<file path="config.mk">
export PLATFORM = sky130hd
export DESIGN_NAME = fifo_write_arbiter
export DESIGN_NICKNAME = d
export VERILOG_FILES = /design/src/rtl/fifo_write_arbiter.sv
export SDC_FILE = /design/constraint.sdc
export NUM_CORES = 1
export LEC_CHECK = 0
export CAP_MARGIN = 20
export CORE_MARGIN = 2
export CORE_UTILIZATION = 41
export DETAILED_ROUTE_END_ITERATION = 8
export PLACE_DENSITY = 0.85
export SLEW_MARGIN = 20
export SYNTH_ARGS = -nofsm -noshare
export SYNTH_HDL_FRONTEND = slang
export SYNTH_SLANG_ARGS = --single-unit
</file>
<file path="constraint.sdc">
create_clock -name w_clk -period 4.6 [get_ports w_clk]
set_input_delay 0.46 -clock w_clk [delete_from_list [all_inputs] [get_ports w_clk]]
set_output_delay 0.46 -clock w_clk [all_outputs]
set_load 0.01 [all_outputs]
</file>
<file path="src/rtl/fifo_write_arbiter.sv">
// Round-robin arbiter sharing one asynchronous-FIFO write port among
// NUM_REQ requesters on the write clock domain. Each grant covers a burst
// of at most MAX_BURST accepted words, and w_full backpressure is honoured.
module fifo_write_arbiter #(
  parameter int unsigned NUM_REQ    = 4,
  parameter int unsigned DATA_WIDTH = 8,
  parameter int unsigned MAX_BURST  = 4
) (
  input  logic                             w_clk,
  input  logic                             rst,
  input  logic [NUM_REQ-1:0]               req,
  input  logic [NUM_REQ*DATA_WIDTH-1:0]    req_data,
  input  logic                             w_full,
  output logic [NUM_REQ-1:0]               grant,
  output logic [NUM_REQ-1:0]               accept,
  output logic                             w_en,
  output logic [DATA_WIDTH-1:0]            w_data,
  output logic                             busy
);

  localparam int unsigned IDX_W = $clog2(NUM_REQ);
  localparam int unsigned CNT_W = $clog2(MAX_BURST + 1);
  localparam logic [CNT_W-1:0] LAST_BEAT = CNT_W'(MAX_BURST - 1);

  typedef enum logic {
    IDLE,
    GRANT
  } state_t;

  state_t             state, state_nxt;
  logic [NUM_REQ-1:0] grant_nxt;
  logic [CNT_W-1:0]   cnt, cnt_nxt;
  logic [IDX_W-1:0]   ptr, ptr_nxt;
  logic               pick_valid;
  logic [IDX_W-1:0]   pick_idx;
  logic               sel_req;

  // First requesting index at or above the pointer, wrapping modulo NUM_REQ.
  always_comb begin : pick_scan
    logic [IDX_W-1:0] cand;
    cand       = '0;
    pick_valid = 1'b0;
    pick_idx   = '0;
    for (int unsigned k = 0; k < NUM_REQ; k++) begin
      cand = IDX_W'((32'(ptr) + k) % NUM_REQ);
      if (!pick_valid && req[cand]) begin
        pick_valid = 1'b1;
        pick_idx   = cand;
      end
    end
  end

  // Write-port steering: the one-hot grant selects the data slice and strobe.
  always_comb begin
    accept  = '0;
    w_data  = '0;
    sel_req = 1'b0;
    if (state == GRANT) begin
      for (int unsigned i = 0; i < NUM_REQ; i++) begin
        if (grant[i]) begin
          w_data    = req_data[i*DATA_WIDTH +: DATA_WIDTH];
          accept[i] = req[i] & ~w_full;
          sel_req   = req[i];
        end
      end
    end
    w_en = |accept;
  end

  assign busy = (state == GRANT);

  // Next-state logic: grant from IDLE, release on burst end or dropped request.
  always_comb begin
    state_nxt = state;
    grant_nxt = grant;
    cnt_nxt   = cnt;
    ptr_nxt   = ptr;
    unique case (state)
      IDLE: begin
        if (pick_valid) begin
          state_nxt = GRANT;
          grant_nxt = NUM_REQ'(1) << pick_idx;
          cnt_nxt   = '0;
          ptr_nxt   = IDX_W'((32'(pick_idx) + 1) % NUM_REQ);
        end
      end
      GRANT: begin
        if (!sel_req || (w_en && (cnt == LAST_BEAT))) begin
          state_nxt = IDLE;
          grant_nxt = '0;
          cnt_nxt   = '0;
        end else if (w_en) begin
          cnt_nxt = cnt + 1'b1;
        end
      end
      default: begin
        state_nxt = IDLE;
        grant_nxt = '0;
        cnt_nxt   = '0;
      end
    endcase
  end

  // State register with synchronous reset; reset abandons any burst.
  always_ff @(posedge w_clk) begin
    if (rst) begin
      state <= IDLE;
      grant <= '0;
      cnt   <= '0;
      ptr   <= '0;
    end else begin
      state <= state_nxt;
      grant <= grant_nxt;
      cnt   <= cnt_nxt;
      ptr   <= ptr_nxt;
    end
  end

endmodule

</file>
==> images/flops_by_reg.png <==
Scale bar: 20 um. Other sequential cells in the stronger grey, the rest of the logic in the fainter grey.
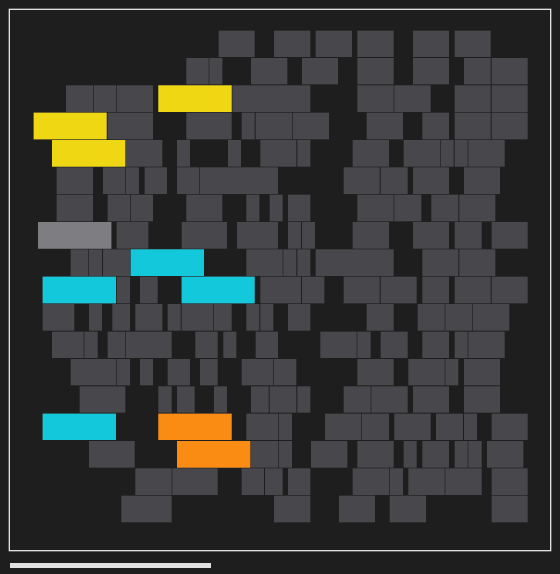
signal	colour	flops
`grant`	cyan	4
`ptr`	orange	2
`cnt`	yellow	3
not coloured	1
Sequential Power: 0.000105 W
flop share of the area: 12.4%
final core utilization: 66.9%
FF/Latch Area: 200 um^2

==> images/metal_density.png <==
11 x 11 tiles, from dark blue (low) to red (high), scaled to the fullest tile. Values are wire area over tile area, all layers added.
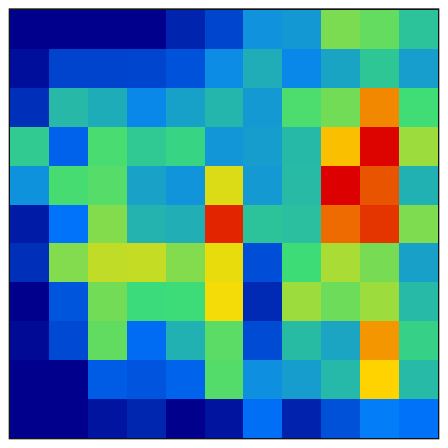
densest ninth of the die	right middle
fullest tile	0.48
tiles over half the peak	32%
mean over tiles	0.18
wire per inst: 14.8 um
via count: 1,170

==> images/clk_routes.png <==
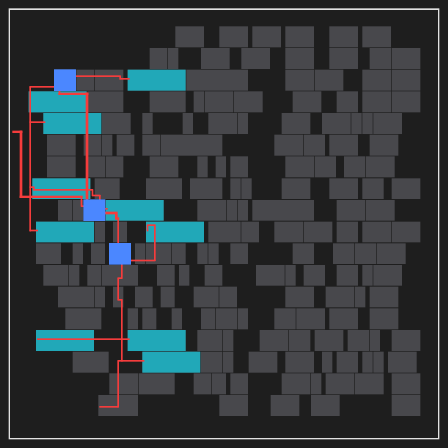
[flip-flops] cyan | count: 10
[clock drivers] blue | count: 3
[clock wires] red | length: 141 um
routed clock nets	4
clk_skew: 0.00312 ns
Clk. pwr: 0.0000794 W
clk ins delay skew pair: 0.27 ns

==> run summary <==
MUX share of area: 2.97%
First-pass GRT wire length: 4480 um
Hold/Removal Path Class: reg -> reg
Routability Congestion: 0.847
Nets: 227
GR peak layer: met2
Ys async rst share: 0%
And+or+nand+nor area frac: 22.6%
R2r setup slk: 2.81 ns
DRC: 0
Vias in the first global route: 1,071
Ao+oa area frac: 40.5%
Htree depth: 1
RSZ-0062 raised after global routing: false
Largest net degree at the start of global routing: 16
Fin crit share: 62.6%
FF-to-FF path depth: 4
Root buffer cell: clkbuf_4
Most frequent cells in the layout: clkdlybuf4s50_1, nand2_1, nor2_1, dfxtp_1
DR pass1 iterations: 4
Worst Setup Path Type: reg -> out
Pwr/cell area: 191 nW/um^2
Yosys warns: 0
Status: finished clean
Setup bufs post-CTS: 0
Synthesis area per yosys: 1010 um^2
Adder Area Share: 7.42%
Slew headroom: 51.2%
Reg clk slew, reported paths: 0.06 ns
==> images/sizes.png <==
Scale bar: 20 um.
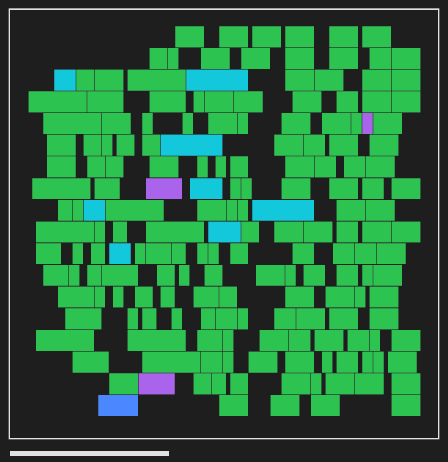
size	colour	cells
_3 and _4 cells	cyan	8
_6 and larger	blue	1
_0 and _1 cells	green	169
_2 cells	purple	3
Plain + repair buffers: 56
Syn-to-layout area delta: 59.3%

==> images/placement.png <==
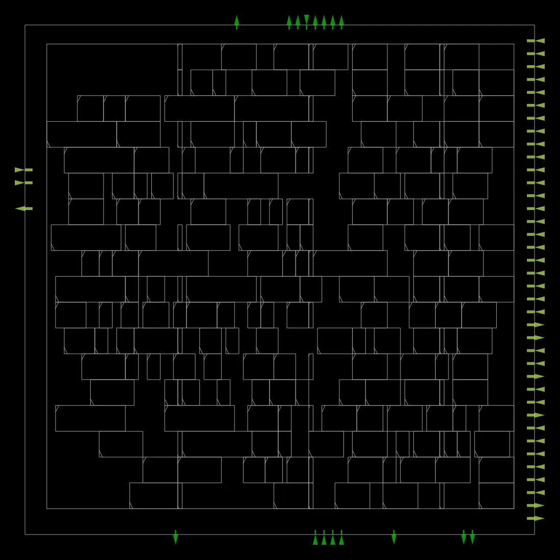
flip-flops: 10
Non-Filler Instances: 211

## flip-flops by register name (all words and copies together), names as in the netlist
register,cells
cnt,3
busy,1
ptr,2
grant,4
## synth_stat cells, types with 3 or more instances
| master | n | area share, % |
|---|---|---|
| a21boi_0 | 7 | 5.2 |
| a21oi_1 | 8 | 4.0 |
| a221o_1 | 8 | 7.9 |
| a311oi_1 | 4 | 3.5 |
| buf_2 | 3 | 1.5 |
| clkbuf_1 | 3 | 1.1 |
| dfxtp_1 | 10 | 20 |
| ha_1 | 6 | 7.4 |
| inv_1 | 8 | 3.0 |
| mux2i_1 | 3 | 3.0 |
| nand2_1 | 18 | 6.7 |
| nand2b_1 | 7 | 4.3 |
| nand4_1 | 3 | 1.9 |
| nor2_1 | 10 | 3.7 |
| nor2b_1 | 3 | 1.9 |
| o211ai_1 | 8 | 5.9 |
## area by class of cell
| cell class | count | area [um^2] | area share (%) |
|---|---|---|---|
| well taps | 30 | 37.5 | 2.33 |
| flip-flops and latches | 10 | 200 | 12.4 |
| clock buffers | 4 | 36.3 | 2.25 |
| multi-input cells | 102 | 744 | 46.2 |
| repair buffers | 56 | 561 | 34.8 |
| inverters | 9 | 33.8 | 2.09 |
## worst min-delay path by stage
stage	slack, ns	to
6_report	0.48	cnt[1]
5_1_grt	0.50	cnt[1]
4_1_cts	0.49	cnt[1]
3_5_place_dp	0.48	cnt[1]
3_3_place_gp	0.46	cnt[2]
2_1_floorplan	0.45	cnt[2]
## metal layers
metal	share of wire [%]	vias to the layer above
li1	-	585
met2	47	56
met3	12	4
met1	40	525
met5	0	-
met4	0.74	0
## through the flow
step	setup slack [ns]	power, W
after floorplan	2.90	0.000173
after global placement	2.02	0.000227
after detailed placement	1.95	0.000231
after CTS	1.66	0.000311
after global routing	1.61	0.000327
final	1.72	0.000308
## kinds of logic after synthesis
group | Yosys count
and+or+nand+nor | 46
AOI/OAI and AO/OA | 47
buffers and inverters | 16
DFF | 10
muxes | 3
adders and majority gates | 6
## critical path, cell delays in order (launching register included)
cell and delay, ns:
dfxtp_1 0.48, nor2b_1 0.55, a221o_1 0.24, o211ai_1 0.09, a21boi_0 0.22, clkdlybuf4s50_1 0.57
## power by group
group	internal, W	switching, W	leakage, nW	total [W]
combinational	0.0000719	0.0000526	0.475	0.000124
clock	0.0000481	0.0000313	0.0210	0.0000794
sequential	0.0000925	0.0000120	0.0815	0.000105
Power and IR drop assume default switching activity.
